File: src/rtl/dmem_if.sv
// dmem_if: request/response bundle between execute-stage control and the data-memory responder
interface dmem_if #(
    parameter int DATA_W = 8,
    parameter int ADDR_W = 8
);
    logic              MemRead;
    logic              MemWrite;
    logic [ADDR_W-1:0] Addr;
    logic [DATA_W-1:0] WData;
    logic [DATA_W-1:0] MDRdata;
    logic              Done;
    logic              Stall;
    logic              BadReq;

    modport master (
        output MemRead, MemWrite, Addr, WData,
        input  MDRdata, Done, Stall, BadReq
    );

    modport slave (
        input  MemRead, MemWrite, Addr, WData,
        output MDRdata, Done, Stall, BadReq
    );
endinterface

File: src/rtl/dmem_responder.sv
// dmem_responder: word-addressed data store with programmable wait states, pipeline stall and done strobe
module dmem_responder #(
    parameter int DATA_W      = 8,
    parameter int ADDR_W      = 8,
    parameter int WAIT_CYCLES = 2
) (
    input logic   clock,
    input logic   reset,
    dmem_if.slave bus
);
    localparam int CNT_W = (WAIT_CYCLES < 1) ? 1 : $clog2(WAIT_CYCLES + 1);
    localparam int DEPTH = 1 << ADDR_W;

    typedef enum logic [1:0] {IDLE, BUSY, DONE} state_t;

    state_t            state_q, state_d;
    logic [CNT_W-1:0]  cnt_q, cnt_d;
    logic [ADDR_W-1:0] addr_q, addr_d;
    logic [DATA_W-1:0] wdata_q, wdata_d;
    logic [DATA_W-1:0] mdr_q, mdr_d;
    logic              we_q, we_d;
    logic              done_q, done_d;
    logic              stall_q, stall_d;
    logic              bad_q, bad_d;
    logic              fire;
    logic              acc_we;
    logic [ADDR_W-1:0] acc_addr;
    logic [DATA_W-1:0] acc_wdata;
    logic [DATA_W-1:0] mem [DEPTH];

    // With zero wait states the access uses the live request; otherwise the latched one.
    assign acc_we    = (state_q == BUSY) ? we_q    : bus.MemWrite;
    assign acc_addr  = (state_q == BUSY) ? addr_q  : bus.Addr;
    assign acc_wdata = (state_q == BUSY) ? wdata_q : bus.WData;

    // Next-state, request acceptance and the registered output values.
    always_comb begin
        state_d = state_q;
        cnt_d   = cnt_q;
        addr_d  = addr_q;
        wdata_d = wdata_q;
        we_d    = we_q;
        done_d  = 1'b0;
        stall_d = 1'b0;
        bad_d   = 1'b0;
        fire    = 1'b0;
        if (state_q == BUSY) begin
            cnt_d = cnt_q - CNT_W'(1);
            if (cnt_q == CNT_W'(1)) begin
                fire    = 1'b1;
                done_d  = 1'b1;
                state_d = DONE;
            end else begin
                stall_d = 1'b1;
            end
        end else if (bus.MemRead && bus.MemWrite) begin
            bad_d   = 1'b1;
            state_d = IDLE;
        end else if (bus.MemRead || bus.MemWrite) begin
            addr_d  = bus.Addr;
            wdata_d = bus.WData;
            we_d    = bus.MemWrite;
            if (WAIT_CYCLES == 0) begin
                fire    = 1'b1;
                done_d  = 1'b1;
                state_d = DONE;
            end else begin
                cnt_d   = CNT_W'(WAIT_CYCLES);
                stall_d = 1'b1;
                state_d = BUSY;
            end
        end else begin
            state_d = IDLE;
        end
        mdr_d = (fire && !acc_we) ? mem[acc_addr] : mdr_q;
    end

    // Control and output registers; reset aborts any access in flight.
    always_ff @(posedge clock or posedge reset) begin
        if (reset) begin
            state_q <= IDLE;
            cnt_q   <= '0;
            addr_q  <= '0;
            wdata_q <= '0;
            we_q    <= 1'b0;
            mdr_q   <= '0;
            done_q  <= 1'b0;
            stall_q <= 1'b0;
            bad_q   <= 1'b0;
        end else begin
            state_q <= state_d;
            cnt_q   <= cnt_d;
            addr_q  <= addr_d;
            wdata_q <= wdata_d;
            we_q    <= we_d;
            mdr_q   <= mdr_d;
            done_q  <= done_d;
            stall_q <= stall_d;
            bad_q   <= bad_d;
        end
    end

    // Store write port; contents survive reset, but nothing commits while reset is held.
    always_ff @(posedge clock) begin
        if (fire && acc_we && !reset) mem[acc_addr] <= acc_wdata;
    end

    assign bus.MDRdata = mdr_q;
    assign bus.Done    = done_q;
    assign bus.Stall   = stall_q;
    assign bus.BadReq  = bad_q;
endmodule

File: src/flat_wrapper.sv
// flat-port wrapper written by rule: the top's interface ports become plain ports
module dmem_responder_flat 
#(
    parameter int DATA_W      = 8,
    parameter int ADDR_W      = 8,
    parameter int WAIT_CYCLES = 2
)
  (clock, reset, bus_MemRead, bus_MemWrite, bus_Addr, bus_WData, bus_MDRdata, bus_Done, bus_Stall, bus_BadReq);
  dmem_if #(.DATA_W(DATA_W), .ADDR_W(ADDR_W)) bus_i ();
  input logic clock;
  input logic reset;
  input wire logic [$bits(bus_i.MemRead)-1:0] bus_MemRead;
  input wire logic [$bits(bus_i.MemWrite)-1:0] bus_MemWrite;
  input wire logic [$bits(bus_i.Addr)-1:0] bus_Addr;
  input wire logic [$bits(bus_i.WData)-1:0] bus_WData;
  output wire logic [$bits(bus_i.MDRdata)-1:0] bus_MDRdata;
  output wire logic [$bits(bus_i.Done)-1:0] bus_Done;
  output wire logic [$bits(bus_i.Stall)-1:0] bus_Stall;
  output wire logic [$bits(bus_i.BadReq)-1:0] bus_BadReq;
  assign bus_i.MemRead = bus_MemRead;
  assign bus_i.MemWrite = bus_MemWrite;
  assign bus_i.Addr = bus_Addr;
  assign bus_i.WData = bus_WData;
  assign bus_MDRdata = bus_i.MDRdata;
  assign bus_Done = bus_i.Done;
  assign bus_Stall = bus_i.Stall;
  assign bus_BadReq = bus_i.BadReq;
  dmem_responder #(.DATA_W(DATA_W), .ADDR_W(ADDR_W), .WAIT_CYCLES(WAIT_CYCLES)) u_core (.clock(clock), .reset(reset), .bus(bus_i));
endmodule
File: config.mk
export PLATFORM = sky130hd
export DESIGN_NAME = dmem_responder_flat
export DESIGN_NICKNAME = d
export VERILOG_FILES = /design/src/rtl/dmem_if.sv /design/src/rtl/dmem_responder.sv /design/src/flat_wrapper.sv
export SDC_FILE = /design/constraint.sdc
export NUM_CORES = 2
export LEC_CHECK = 0
export CORE_ASPECT_RATIO = 1.1
export CORE_UTILIZATION = 51
export CTS_BUF_LIST = sky130_fd_sc_hd__clkbuf_8 sky130_fd_sc_hd__clkbuf_16
export CTS_CLUSTER_SIZE = 8
export DETAILED_ROUTE_END_ITERATION = 16
export DONT_BUFFER_PORTS = 1
export GPL_TIMING_DRIVEN = 0
export PLACE_DENSITY = 0.66
export REMOVE_ABC_BUFFERS = 1
export SYNTH_ARGS = -nofsm -noshare
export SYNTH_HDL_FRONTEND = slang
export SYNTH_SLANG_ARGS = --single-unit
File: constraint.sdc
create_clock -name clock -period 5.6 [get_ports clock]
set_input_delay 1.12 -clock clock [delete_from_list [all_inputs] [get_ports clock]]
set_output_delay 1.12 -clock clock [all_outputs]
set_load 0.01 [all_outputs]
==> notes.md <==
run metrics: failing checks=DRC, Design Area, Final=0.0901 sq mm, Post-Syn Area per Cell=18.0 sq um, Hold WC Path Type=input pin to async pin, reg-to-reg endpoint=u_core.bus.MDRdata[4]$_DFFE_PP0P_, Sw Pwr=0.0214 W, outcome=finished, violations left, switch share=36.6%, worst hold margin=274 ps, Initial Util=51.5%, worst reg2reg setup slack=110 ps, final-report hold violation count=0, startpoint class of the critical path=flip-flop, Net count, final=4,465, met3 WL=23.2 mm, crit-path max FO=60, Dominant combinational family=AND-OR/OR-AND gates, Post-DP HPWL=127 mm, mux frac, synth=0.395%, Non-clk bufs=151, n_taps=1,963, final wirelength=215 mm, RSZ-0062 raised after global routing=false, Slew @ Worst Pin=1450 ps, top cells, area=edfxtp_1 79%, a221o_1 4.0%, a22oi_1 3.9%, a221oi_1 3.6%, nor2_1 1.3%, Synth area leader=edfxtp_1, Final WS setup=113 ps, Power Density=649 mW/mm^2, Clk. pwr=0.0159 W, Power Total=0.0584 W, Logic pwr share=37.0%, Clock power frac=27.2%, Met1 Wirelength=81.3 mm, Sink Count=2,080, Complex Gates by Area=12.8%, WS Path Type=flip-flop to flip-flop, drt drc=2, placeable core region=0.150 sq mm, Max stage delay cell, worst path=mux2_4, pre-CTS setup slack=-270 ps, XORs/XNORs by Area=0%, Cell Type Count=63, Bufs and invs on worst path=1, Logic power comb=0.0216 W, Layout area overhead=16.2%, Adders+Majority by Area=0.0484%, vias per cell=6.96, largest net degree at the start of global routing=87, flip-flop and latch count=2,080, Clock Path Buffers=4, first-pass GRT wire length=308 mm, vias in the first global route=43,800, antenna violations before repair=9, placed cell area=0.0820 sq mm, row count=149, Cells after Synth=4,315, YS warnings=0, number of flip-flops in the largest register=2,048, Yosys chip area=0.0775 sq mm, top power group=combinational logic, inverter count=9, via count=45,000, CTS tree=built, Clock buf/inv share=8.97%, Final Cycle Share=98.0%, Reg power frac=35.8%, Biggest register=u_core.mem, Die X=374 um, leakage=28.3 nW, # clk buffers=315, CTS H-tree lvls=5, cells along the critical path=nand2b_2, mux2_4, nand2_4, buf_16, a221o_1, a221oi_1, nor4_1, o41a_1, a221oi_1, a31oi_1, Util after Layout=59.9%, Commonest cells post-synth=2,048 x edfxtp_1, 399 x a22oi_1, 319 x a221oi_1, 311 x a221o_1, 276 x nor2_1, Largest stage delay, worst path=940 ps, Post-synth regs=2,080
**Nets reached from selected ports**

Scale bar: 100 um.
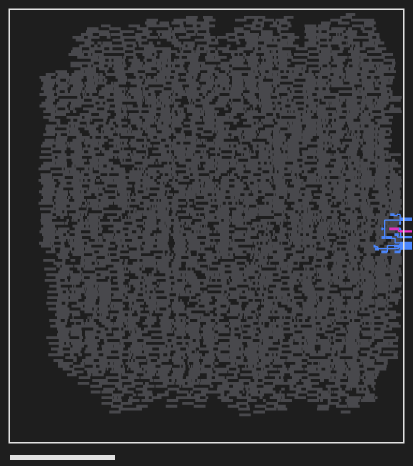
port	color	bits	direction	edge	end cells	wire
bus_WData	blue	8	input	right	16	160 um
bus_Stall	magenta	1	output	right	1	5.00 um
# IOs: 31
I/O Buffers: 0

**Register map, names as in the netlist**

Scale bar: 100 um. Other sequential cells in the stronger gray, the rest of the logic in the fainter gray.
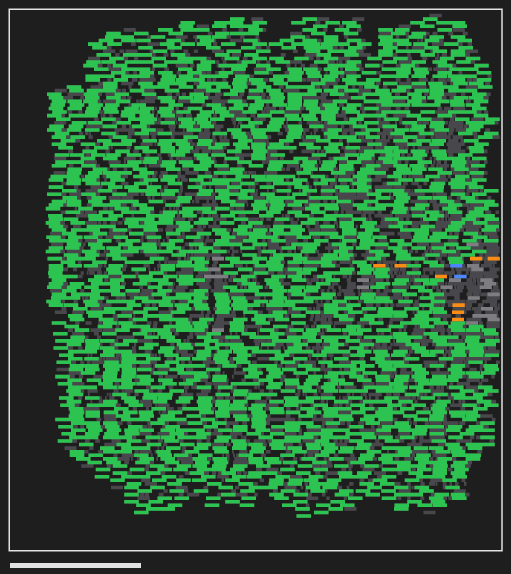
name in the netlist	color	placed flops
u_core.cnt_q	blue	2
u_core.mem	green	2,048
u_core.addr_q	orange	8
not colored	22
FF+latch area: 0.0623 sq mm
flop share of the area: 69.2%

**Routing congestion map**

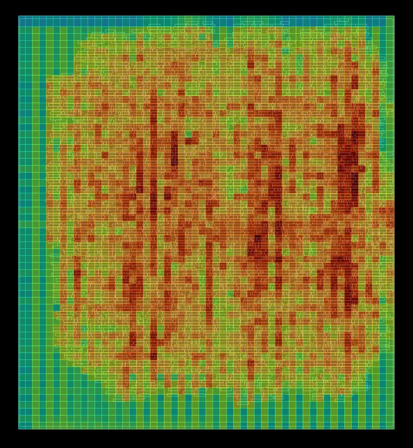
GR peak layer: met2
GRT Overall Usage: 27.7%
WL per Instance: 33.3 um
global-route track usage on met1: 37.4%

No activity file was given, so power comes from the tool's default toggle rates.
